--- src/rtl/lpf_sched_pkg.sv ---
// Shared types and helpers for the time-shared low-pass filter scheduler.
package lpf_sched_pkg;

  typedef enum logic [1:0] {
    IDLE,
    ISSUE,
    WAIT
  } state_t;

  localparam int CW_DEF = 2;

  // Default-width cutoff-select code; the engine's coefficient table index.
  typedef logic [CW_DEF-1:0] cut_code_t;

  function automatic int chw(input int n);
    return (n > 1) ? $clog2(n) : 1;
  endfunction

endpackage

--- src/rtl/lpf_tdm_sched_if.sv ---
// Handshake between the scheduler and the shared first-order update engine.
interface lpf_tdm_sched_if
  import lpf_sched_pkg::*;
#(
  parameter int NCH = 4,
  parameter int CW  = 2
);
  localparam int CHW = chw(NCH);

  logic           ENG_START;
  logic [CHW-1:0] ENG_CH;
  logic [CW-1:0]  ENG_SEL;
  logic           ENG_DONE;

  modport master (output ENG_START, ENG_CH, ENG_SEL, input ENG_DONE);
  modport slave  (input ENG_START, ENG_CH, ENG_SEL, output ENG_DONE);

endinterface

--- src/rtl/lpf_rr_pick.sv ---
// Combinational round-robin finder: first set bit of pending at or after ptr,
// wrapping modulo NCH.
module lpf_rr_pick
  import lpf_sched_pkg::*;
#(
  parameter int NCH = 4,
  localparam int CHW = chw(NCH)
) (
  input  logic [NCH-1:0] pending,
  input  logic [CHW-1:0] ptr,
  output logic           valid,
  output logic [CHW-1:0] idx
);

  logic [CHW-1:0] cand;

  // NOTE: every combinational output gets a default before any branch, so no latch is inferred.
  always_comb begin
    valid = 1'b0;
    idx   = '0;
    cand  = '0;
    // Walk from the farthest offset back to the pointer so the nearest hit wins.
    for (int k = NCH - 1; k >= 0; k--) begin
      cand = CHW'((int'(ptr) + k) % NCH);
      if (pending[cand]) begin
        valid = 1'b1;
        idx   = cand;
      end
    end
  end

endmodule

--- src/rtl/lpf_tdm_sched.sv ---
// Round-robin scheduler sharing one low-pass update engine among NCH channels,
// with a built-in sample-period tick and a per-channel cutoff table.
module lpf_tdm_sched
  import lpf_sched_pkg::*;
#(
  parameter int NCH      = 4,
  parameter int CW       = 2,
  parameter int TICK_DIV = 16,
  parameter int TMO      = 15
) (
  input  logic                CLK,
  input  logic                RST_N,
  input  logic                EN,
  input  logic [NCH-1:0]      REQ,
  input  logic                CFG_WE,
  input  logic [chw(NCH)-1:0] CFG_CH,
  input  logic [CW-1:0]       CFG_SEL,
  lpf_tdm_sched_if.master     eng,
  output logic [NCH-1:0]      ACK,
  output logic                TICK,
  output logic                BUSY,
  output logic [NCH-1:0]      OVR,
  output logic                ERR,
  input  logic                ERR_CLR
);

  localparam int CHW  = chw(NCH);
  localparam int CNTW = (TICK_DIV > 1) ? $clog2(TICK_DIV) : 1;
  localparam int TMOW = $clog2(TMO + 1);

  state_t          state_q, state_d;
  logic [CNTW-1:0] cnt_q, cnt_d;
  logic            tick_q, tick_d;
  logic [NCH-1:0]  pend_q, pend_d;
  logic [CHW-1:0]  ptr_q, ptr_d;
  logic [CHW-1:0]  ch_q, ch_d;
  logic [CW-1:0]   sel_q, sel_d;
  logic            start_q, start_d;
  logic [NCH-1:0]  ack_q, ack_d;
  logic            busy_q, busy_d;
  logic [NCH-1:0]  ovr_q, ovr_d;
  logic            err_q, err_d;
  logic [TMOW-1:0] tmo_q, tmo_d;
  logic [CW-1:0]   tbl_q [NCH];
  logic [CW-1:0]   tbl_d [NCH];

  logic            pick_valid;
  logic [CHW-1:0]  pick_idx;
  logic [NCH-1:0]  clr;
  logic [NCH-1:0]  pend_kept;
  logic [NCH-1:0]  ovr_set;
  logic            err_set;
  logic [CHW-1:0]  ptr_after;

  lpf_rr_pick #(.NCH(NCH)) u_pick (
    .pending (pend_q),
    .ptr     (ptr_q),
    .valid   (pick_valid),
    .idx     (pick_idx)
  );

  assign ptr_after = (ch_q == CHW'(NCH - 1)) ? '0 : ch_q + CHW'(1);

  always_comb begin
    state_d   = state_q;
    cnt_d     = cnt_q;
    tick_d    = 1'b0;
    ptr_d     = ptr_q;
    ch_d      = ch_q;
    sel_d     = sel_q;
    start_d   = 1'b0;
    ack_d     = '0;
    tmo_d     = tmo_q;
    clr       = '0;
    err_set   = 1'b0;
    for (int i = 0; i < NCH; i++) tbl_d[i] = tbl_q[i];

    if (EN) begin
      if (cnt_q == CNTW'(TICK_DIV - 1)) begin
        cnt_d  = '0;
        tick_d = 1'b1;
      end else begin
        cnt_d = cnt_q + CNTW'(1);
      end
    end

    // The table is written unconditionally; ENG_SEL holds its own latched copy.
    if (CFG_WE) tbl_d[CFG_CH] = CFG_SEL;

    case (state_q)
      IDLE: begin
        if (EN && pick_valid) begin
          ch_d    = pick_idx;
          sel_d   = tbl_q[pick_idx];
          start_d = 1'b1;
          state_d = ISSUE;
        end
      end
      ISSUE: begin
        tmo_d   = TMOW'(TMO);
        state_d = WAIT;
      end
      WAIT: begin
        if (eng.ENG_DONE) begin
          ack_d[ch_q] = 1'b1;
          clr[ch_q]   = 1'b1;
          ptr_d       = ptr_after;
          state_d     = IDLE;
        end else if (tmo_q == TMOW'(1)) begin
          // Last allowed cycle without DONE: drop the sample, no ACK.
          err_set   = 1'b1;
          clr[ch_q] = 1'b1;
          ptr_d     = ptr_after;
          state_d   = IDLE;
        end else begin
          tmo_d = tmo_q - TMOW'(1);
        end
      end
      default: state_d = IDLE;
    endcase

    // A completion clear lands before the tick capture, so a re-request on
    // the channel just finished is not an overrun.
    pend_kept = pend_q & ~clr;
    ovr_set   = tick_q ? (pend_kept & REQ) : '0;
    pend_d    = tick_q ? (pend_kept | REQ) : pend_kept;
    ovr_d     = (ERR_CLR ? '0 : ovr_q) | ovr_set;
    err_d     = (ERR_CLR ? 1'b0 : err_q) | err_set;
    busy_d    = (state_d != IDLE);
  end

  // NOTE: clocked state uses non-blocking assignments only; blocking stays in always_comb.
  always_ff @(posedge CLK or negedge RST_N) begin
    if (!RST_N) begin
      state_q <= IDLE;
      cnt_q   <= '0;
      tick_q  <= 1'b0;
      pend_q  <= '0;
      ptr_q   <= '0;
      ch_q    <= '0;
      sel_q   <= '0;
      start_q <= 1'b0;
      ack_q   <= '0;
      busy_q  <= 1'b0;
      ovr_q   <= '0;
      err_q   <= 1'b0;
      tmo_q   <= '0;
      // NOTE: the cutoff table is a handful of flops that must read 0 after reset, so it is reset too.
      tbl_q   <= '{default: '0};
    end else begin
      state_q <= state_d;
      cnt_q   <= cnt_d;
      tick_q  <= tick_d;
      pend_q  <= pend_d;
      ptr_q   <= ptr_d;
      ch_q    <= ch_d;
      sel_q   <= sel_d;
      start_q <= start_d;
      ack_q   <= ack_d;
      busy_q  <= busy_d;
      ovr_q   <= ovr_d;
      err_q   <= err_d;
      tmo_q   <= tmo_d;
      tbl_q   <= tbl_d;
    end
  end

  assign eng.ENG_START = start_q;
  assign eng.ENG_CH    = ch_q;
  assign eng.ENG_SEL   = sel_q;
  assign ACK           = ack_q;
  assign TICK          = tick_q;
  assign BUSY          = busy_q;
  assign OVR           = ovr_q;
  assign ERR           = err_q;

endmodule

--- src/flat_wrapper.sv ---
// flat-port wrapper written by rule: the top's interface ports become plain ports
module lpf_tdm_sched_flat import lpf_sched_pkg::*;
#(
  parameter int NCH      = 4,
  parameter int CW       = 2,
  parameter int TICK_DIV = 16,
  parameter int TMO      = 15
)
  (CLK, RST_N, EN, REQ, CFG_WE, CFG_CH, CFG_SEL, ACK, TICK, BUSY, OVR, ERR, ERR_CLR, eng_ENG_START, eng_ENG_CH, eng_ENG_SEL, eng_ENG_DONE);
  lpf_tdm_sched_if #(.NCH(NCH), .CW(CW)) eng_i ();
  input  logic CLK;
  input  logic RST_N;
  input  logic EN;
  input  logic [NCH-1:0] REQ;
  input  logic CFG_WE;
  input  logic [chw(NCH)-1:0] CFG_CH;
  input  logic [CW-1:0] CFG_SEL;
  output logic [NCH-1:0] ACK;
  output logic TICK;
  output logic BUSY;
  output logic [NCH-1:0] OVR;
  output logic ERR;
  input  logic ERR_CLR;
  output wire logic [$bits(eng_i.ENG_START)-1:0] eng_ENG_START;
  output wire logic [$bits(eng_i.ENG_CH)-1:0] eng_ENG_CH;
  output wire logic [$bits(eng_i.ENG_SEL)-1:0] eng_ENG_SEL;
  input wire logic [$bits(eng_i.ENG_DONE)-1:0] eng_ENG_DONE;
  assign eng_ENG_START = eng_i.ENG_START;
  assign eng_ENG_CH = eng_i.ENG_CH;
  assign eng_ENG_SEL = eng_i.ENG_SEL;
  assign eng_i.ENG_DONE = eng_ENG_DONE;
  lpf_tdm_sched #(.NCH(NCH), .CW(CW), .TICK_DIV(TICK_DIV), .TMO(TMO)) u_core (.CLK(CLK), .RST_N(RST_N), .EN(EN), .REQ(REQ), .CFG_WE(CFG_WE), .CFG_CH(CFG_CH), .CFG_SEL(CFG_SEL), .eng(eng_i), .ACK(ACK), .TICK(TICK), .BUSY(BUSY), .OVR(OVR), .ERR(ERR), .ERR_CLR(ERR_CLR));
endmodule
--- config.mk ---
export PLATFORM = sky130hd
export DESIGN_NAME = lpf_tdm_sched_flat
export DESIGN_NICKNAME = d
export VERILOG_FILES = /design/src/rtl/lpf_sched_pkg.sv /design/src/rtl/lpf_tdm_sched_if.sv /design/src/rtl/lpf_rr_pick.sv /design/src/rtl/lpf_tdm_sched.sv /design/src/flat_wrapper.sv
export SDC_FILE = /design/constraint.sdc
export NUM_CORES = 1
export LEC_CHECK = 0
export ABC_CLOCK_PERIOD_IN_PS = 5600
export CAP_MARGIN = 10
export CORE_MARGIN = 2
export CORE_UTILIZATION = 50
export CTS_CLUSTER_SIZE = 25
export DETAILED_ROUTE_END_ITERATION = 12
export GPL_TIMING_DRIVEN = 0
export MAX_ROUTING_LAYER = met4
export PLACE_DENSITY = 0.86
export SYNTH_ARGS = -nofsm -noshare
export SYNTH_HDL_FRONTEND = slang
export SYNTH_HIERARCHICAL = 1
export SYNTH_SLANG_ARGS = --single-unit
--- constraint.sdc ---
create_clock -name CLK -period 5.6 [get_ports CLK]
set_input_delay 0.84 -clock CLK [delete_from_list [all_inputs] [get_ports CLK]]
set_output_delay 0.84 -clock CLK [all_outputs]
set_load 0.1 [all_outputs]
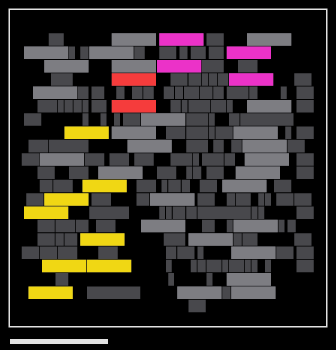
**Above:** run 1 (register map, names as in the netlist).
Scale bar: 20 um. Other sequential cells in the stronger gray, the rest of the logic in the fainter gray.
color	netlist name	placed flops
yellow	u_core/tbl_q	8
magenta	u_core/tmo_q	4
red	u_core/state_q	2
not colored	26

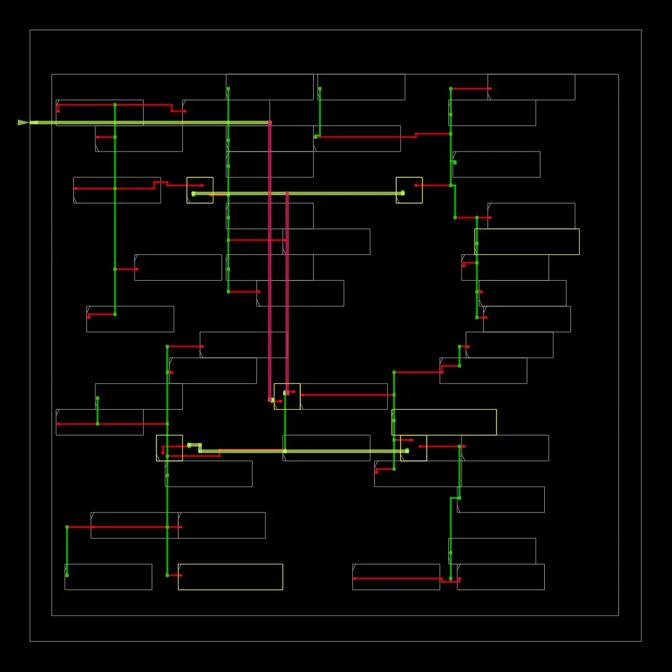
**Above:** run 1 (the clock network).
Clk power: 276 uW
Late-Pin Clk Latency: 0.34 ns

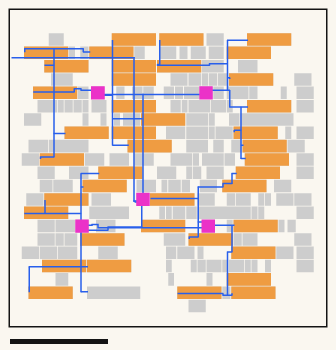
**Above:** run 1 (clock distribution).
Scale bar: 20 um.
[magenta] clock drivers | count: 5
[orange] flip-flops | count: 40
[blue] clock wires | length: 425 um
flops lie	spread over the die

==> CHANGELOG.md, run 1 <==
## Flow update

- Tapcells: 46
- Post-CTS resize count: 0
- Log Warnings: 30
- Final setup vio count: 0
- CTS root buffer: clkbuf_4
- Register bit total from synthesis: 40
- Clock network area share: 5.57%
- Sw power: 524 uW
- Post-CTS Setup Bufs: 0
- Post-DP HPWL: 2660 um
- Crit path capture: eng_ENG_CH[0]
- Crit-path max FO: 6
- Top Layer Used: met4
- Comb area share: 33.5%
- Delay-heaviest family, CP: buffers and inverters
- Worst setup margin: 2.76 ns
- P_comb: 542 uW
- Die area: 0.00416 mm2
- Prevailing post-synth register cell: dfrtp_1
- Max incr delay on CP: 1.17 ns
- Top cell excl fill/tap: dfrtp_1
- Count leader, synth: dfrtp_1
- Layout clock buffer count: 5
- Vias: 1311
- Leading cell types by count after synthesis: dfrtp_1, mux2_2, inv_1
- Hold_sp: u_core/tbl_q[5]
- Max reg flops: 8
- Gate Count Post-Synth: 152
- CP Depth: 1
- Met2 routed WL: 1850 um
- Fillcell total: 254
- Cell count after placement: 226
- Crit path cell chain: clkdlybuf4s50_1
- Int Pwr: 752 uW
- RSZ-0062 raised after global routing: no
- Initial DRC count: 45
- CTS tree: done
- Bufs on Longest Clock Path: 2
- Worst-Margin Slew: 0.972 ns
- Fraction of layout cells with a size suffix above 1: 18.1%
- MI comb cells: 96
- Core area: 0.00342 mm2
- Routed Antenna Nets: 0
- Syn_area_per_cell: 12.0 um2
- Multiplexer share of the synthesized area: 12.2%
- DRT Wirelength: 3590 um
- Flop area: 0.00100 mm2
- Buf+Inv Stages, Crit Path: 1
- Seq pwr: 458 uW
- Crit path required time: 4.76 ns
- Die height: 64.5 um
- Post-synth ARST share: 100%
- Non-clock buffering overhead: 12.4%
- Setup TNS: 0 ns
- Adder Share, Synth: 4.78%
- Number of remaining DRC errors: 0
- FF-to-FF Start: u_core/ptr_q[1]
- Max cap viols: 0
- Number of global-route vias before repair: 1416
- DRT Pass-1 Iters: 4
- GRT busiest layer: met2
- Final nets: 208
- Yosys synthesis chip area: 0.00183 mm2
- Flip-flops: 40
- Switching Fraction: 41.0%
- Final slew viol count: 0
- Reg2reg end: u_core/eng.ENG_SEL[1]
- Reg power frac: 35.9%
- Status: finished clean
- Min Tclk post-route: 2.84 ns
- Met3 GRT Util: 5.38%
- WHS: 0.518 ns
- PwrDens: 557 mW/mm2
- Mapped cell area: 0.00183 mm2
- Met1 usage: 23.6%
--- run 2 (diff from run 1) ---
--- a/config.mk
+++ b/config.mk
@@ -5,7 +5,7 @@
 export SDC_FILE = /design/constraint.sdc
 export NUM_CORES = 1
 export LEC_CHECK = 0
-export ABC_CLOCK_PERIOD_IN_PS = 5600
+export ABC_CLOCK_PERIOD_IN_PS = 2870
 export CAP_MARGIN = 10
 export CORE_MARGIN = 2
 export CORE_UTILIZATION = 50
==> constraint.sdc (replaced) <==
create_clock -name CLK -period 2.87 [get_ports CLK]
set_input_delay 0.4305 -clock CLK [delete_from_list [all_inputs] [get_ports CLK]]
set_output_delay 0.4305 -clock CLK [all_outputs]
set_load 0.1 [all_outputs]
==> CHANGELOG.md, run 2 <==
## Flow update

- Comb area share: 33.5% (unchanged)
- MI comb cells: 96 (unchanged)
- PwrDens: 1090 mW/mm2 (+95%)
- Setup CP Type: flop to primary output
- Cell count after placement: 226 (unchanged)
- WHS: 0.184 ns (-0.333 ns)
- Switching Fraction: 41.0% (about the same)
- Vias: 1311 (unchanged)
- P_comb: 1060 uW (+96%)
- Top cell excl fill/tap: dfrtp_1
- CTS tree: done
- GRT busiest layer: met2
- Delay-heaviest family, CP: buffers and inverters
- Non-clock buffering overhead: 12.4% (unchanged)
- Log Warnings: 30 (unchanged)
- Reg2reg end: u_core/eng.ENG_SEL[1]
- Die area: 0.00416 mm2 (unchanged)
- DRT Wirelength: 3590 um (unchanged)
- Yosys synthesis chip area: 0.00183 mm2 (unchanged)
- Post-CTS resize count: 0 (unchanged)
- Clock network area share: 5.57% (unchanged)
- Total gr overflow: 0
- Post-CTS Setup Bufs: 0 (unchanged)
- Layout area overhead: 25.2%
- Mapped cell area: 0.00183 mm2 (unchanged)
- Max cap viols: 0 (unchanged)
- Status: finished clean
- Reg power frac: 35.9% (about the same)
- Prevailing post-synth register cell: dfrtp_1
- Final nets: 208 (unchanged)
- Adder Share, Synth: 4.78% (unchanged)
- Post-synth ARST share: 100% (unchanged)
- Crit path cell chain: clkdlybuf4s50_1
- Met3 GRT Util: 5.38% (unchanged)
- Crit-path max FO: 6 (unchanged)
- Die height: 64.5 um (unchanged)
- Setup TNS: 0 ns (unchanged)
- Post-DP HPWL: 2660 um (unchanged)
- Final slew viol count: 0 (unchanged)
- Core area: 0.00342 mm2 (unchanged)
- Multiplexer share of the synthesized area: 12.2% (unchanged)
- Final setup vio count: 0 (unchanged)
- Met2 routed WL: 1850 um (unchanged)
- Bufs on Longest Clock Path: 2 (unchanged)
- Crit path required time: 2.44 ns (-2.32 ns)
- Syn_area_per_cell: 12.0 um2 (unchanged)
- Buf+Inv Stages, Crit Path: 1 (unchanged)
- Routed Antenna Nets: 0 (unchanged)
- Count leader, synth: dfrtp_1
- CTS root buffer: clkbuf_4
- Met1 usage: 23.6% (unchanged)
- FF-to-FF Start: u_core/ptr_q[1]
- DRT Pass-1 Iters: 4 (unchanged)
- Die Wd: 64.5 um
- RSZ-0062 raised after global routing: no
- Sw power: 1020 uW (+95%)
- Fraction of layout cells with a size suffix above 1: 18.1% (unchanged)
- Late-Pin Clk Latency: 0.34 ns (about the same)
- Max incr delay on CP: 1.17 ns (about the same)
- Gate Count Post-Synth: 152 (unchanged)
- Max reg flops: 8 (unchanged)
- Top Layer Used: met4
- Initial DRC count: 45 (unchanged)
- Leading cell types by count after synthesis: dfrtp_1, mux2_2, inv_1
- Min Tclk post-route: 2.43 ns
- Placed cell area: 0.00216 mm2
- Seq pwr: 893 uW (+95%)
- Flop area: 0.00100 mm2 (unchanged)
- Clk power: 538 uW (+95%)
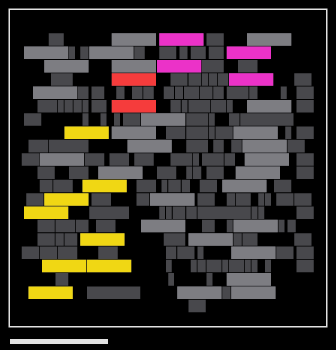
**Above:** run 2 (register map, names as in the netlist).
Scale bar: 20 um. Other sequential cells in the stronger gray, the rest of the logic in the fainter gray.
color	netlist name	placed flops
red	u_core/state_q	2
magenta	u_core/tmo_q	4
yellow	u_core/tbl_q	8

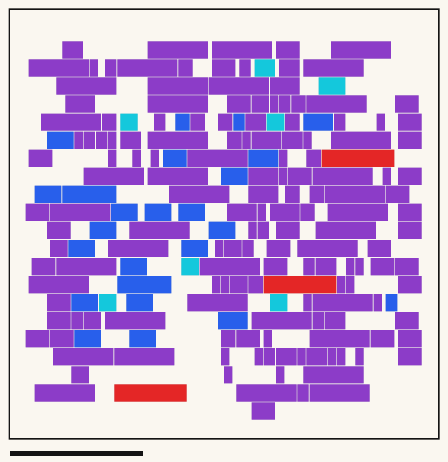
**Above:** run 2 (cell sizes after repair).
Scale bar: 20 um.
color	size	cells	most used
red	_6 and larger	3	bufinv_16
blue	_2 cells	24	mux2_2
purple	_0 and _1 cells	154	dfrtp_1
cyan	_3 and _4 cells	7	clkbuf_4
fin area: 0.00229 mm2
bufs w/o clock: 30
worst setup margin: 0.438 ns

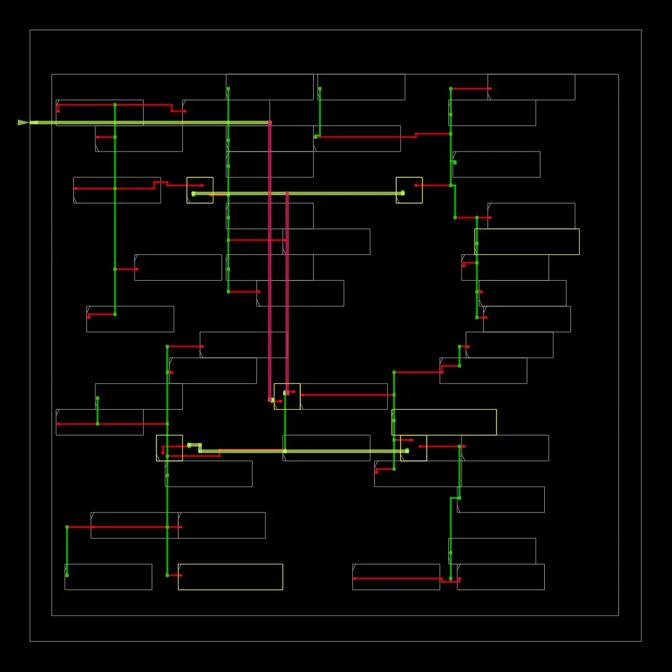
**Above:** run 2 (the clock network).
flip-flops: 40
clk_skew: 0.0103 ns
total CTS buffers: 5
Num Clock Sinks: 40
layout clock buffer count: 5

--- run 3 (diff from run 2) ---
--- a/config.mk
+++ b/config.mk
@@ -5,15 +5,15 @@
 export SDC_FILE = /design/constraint.sdc
 export NUM_CORES = 1
 export LEC_CHECK = 0
-export ABC_CLOCK_PERIOD_IN_PS = 2870
+export ABC_CLOCK_PERIOD_IN_PS = 2170
 export CAP_MARGIN = 10
 export CORE_MARGIN = 2
-export CORE_UTILIZATION = 50
+export CORE_UTILIZATION = 47
 export CTS_CLUSTER_SIZE = 25
 export DETAILED_ROUTE_END_ITERATION = 12
 export GPL_TIMING_DRIVEN = 0
 export MAX_ROUTING_LAYER = met4
-export PLACE_DENSITY = 0.86
+export PLACE_DENSITY = 0.84
 export SYNTH_ARGS = -nofsm -noshare
 export SYNTH_HDL_FRONTEND = slang
 export SYNTH_HIERARCHICAL = 1
==> constraint.sdc (replaced) <==
create_clock -name CLK -period 2.17 [get_ports CLK]
set_input_delay 0.3255 -clock CLK [delete_from_list [all_inputs] [get_ports CLK]]
set_output_delay 0.3255 -clock CLK [all_outputs]
set_load 0.1 [all_outputs]
==> CHANGELOG.md, run 3 <==
## Flow update

- Yosys synthesis chip area: 0.00183 mm2 (unchanged)
- Setup TNS: 0 ns (unchanged)
- Die Wd: 66.4 um (+2.9%)
- Post-CTS Setup Bufs: 0 (unchanged)
- RSZ-0062 raised after global routing: no
- Min Tclk post-route: 2.11 ns
- GRT busiest layer: met2
- Flip-flops: 40 (unchanged)
- Met1 usage: 25.0% (+1.4 points)
- Clock network area share: 3.62% (-2.0 points)
- Total gr overflow: 0 (unchanged)
- Syn_area_per_cell: 12.0 um2 (unchanged)
- Vias: 1316 (+0.38%)
- Routed Antenna Nets: 0 (unchanged)
- Non-clock buffering overhead: 12.7% (+0.29 points)
- Core area: 0.00372 mm2 (+8.8%)
- Post-CTS resize count: 3 (+3)
- Pre-Place Util: 49.3%
- Comb area share: 34.2% (+0.63 points)
- Final setup vio count: 0 (unchanged)
- Crit path cell chain: clkdlybuf4s50_1
- CTS tree: done
- Mapped cell area: 0.00183 mm2 (unchanged)
- Reg2reg end: u_core/eng.ENG_SEL[1]
- Adder Share, Synth: 4.78% (unchanged)
- Initial DRC count: 118 (+160%)
- Met3 GRT Util: 5.62% (+0.24 points)
- Crit-path max FO: 2 (-4)
- Buf+Inv Stages, Crit Path: 1 (unchanged)
- Switching Fraction: 44.8% (+3.8 points)
- DRT Wirelength: 3660 um (+1.9%)
- WHS: 0.130 ns (-0.0539 ns)
- Final nets: 208 (unchanged)
- Post-synth ARST share: 100% (unchanged)
- Bufs on Longest Clock Path: 2 (unchanged)
- FF-to-FF Start: u_core/ptr_q[1]
- Met2 routed WL: 1800 um (-2.8%)
- P_comb: 1400 uW (+32%)
- Max reg flops: 8 (unchanged)
- Ports: 30
- Top Layer Used: met4
- Multiplexer share of the synthesized area: 12.2% (unchanged)
- Log Warnings: 30 (unchanged)
- Fraction of layout cells with a size suffix above 1: 17.6% (-0.44 points)
- Final slew viol count: 0 (unchanged)
- Gate Count Post-Synth: 152 (unchanged)
- Bufs w/o clock: 30 (unchanged)
- Number of remaining DRC errors: 0
- Status: finished clean
- Sw power: 1360 uW (+33%)
- Delay-heaviest family, CP: buffers and inverters
- Post-DP HPWL: 2760 um (+3.9%)
- Top cell excl fill/tap: dfrtp_1
- Count leader, synth: dfrtp_1
- Setup CP Type: flop to primary output
- Leading cell types by count after synthesis: dfrtp_1, mux2_2, inv_1
- Max cap viols: 0 (unchanged)
- Layout clock buffer count: 5 (unchanged)
- Crit path required time: 1.84 ns (-0.60 ns)
- Die area: 0.00441 mm2 (+6.0%)
- Total CTS buffers: 5 (unchanged)
- Reg power frac: 38.7% (+2.8 points)
- Prevailing post-synth register cell: dfrtp_1
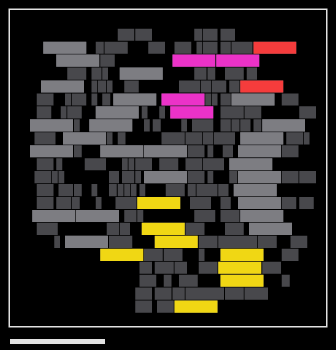
**Above:** run 3 (register map, names as in the netlist).
Scale bar: 20 um. Other sequential cells in the stronger gray, the rest of the logic in the fainter gray.
color	netlist name	placed flops
magenta	u_core/tmo_q	4
red	u_core/state_q	2
yellow	u_core/tbl_q	8
Flop area: 0.00100 mm2
fraction of area in registers: 44.5%
Layout Utilization: 60.5%
seq pwr: 1180 uW

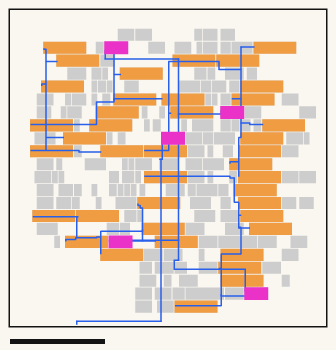
**Above:** run 3 (clock distribution).
Scale bar: 20 um.
[magenta] clock drivers | count: 5
[orange] flip-flops | count: 40
[blue] clock wires | length: 460 um
flops lie	spread over the die
routed clock nets	6
clk_skew: 0.00734 ns
Clk power: 462 uW
Late-Pin Clk Latency: 0.29 ns

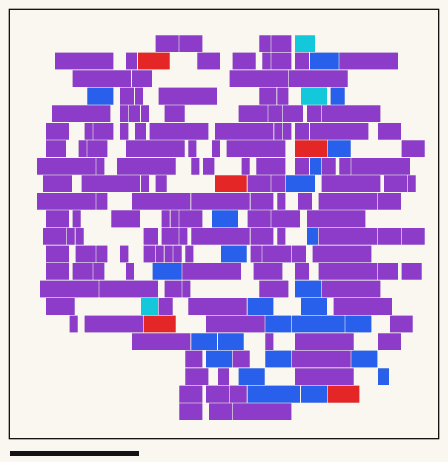
**Above:** run 3 (cell sizes after repair).
Scale bar: 20 um.
color	size	cells
purple	_0 and _1 cells	154
red	_6 and larger	5
cyan	_3 and _4 cells	3
blue	_2 cells	25
Layout area overhead: 22.8%
fin area: 0.00225 mm2
worst setup margin: 0.0649 ns

Power and IR drop assume default switching activity.
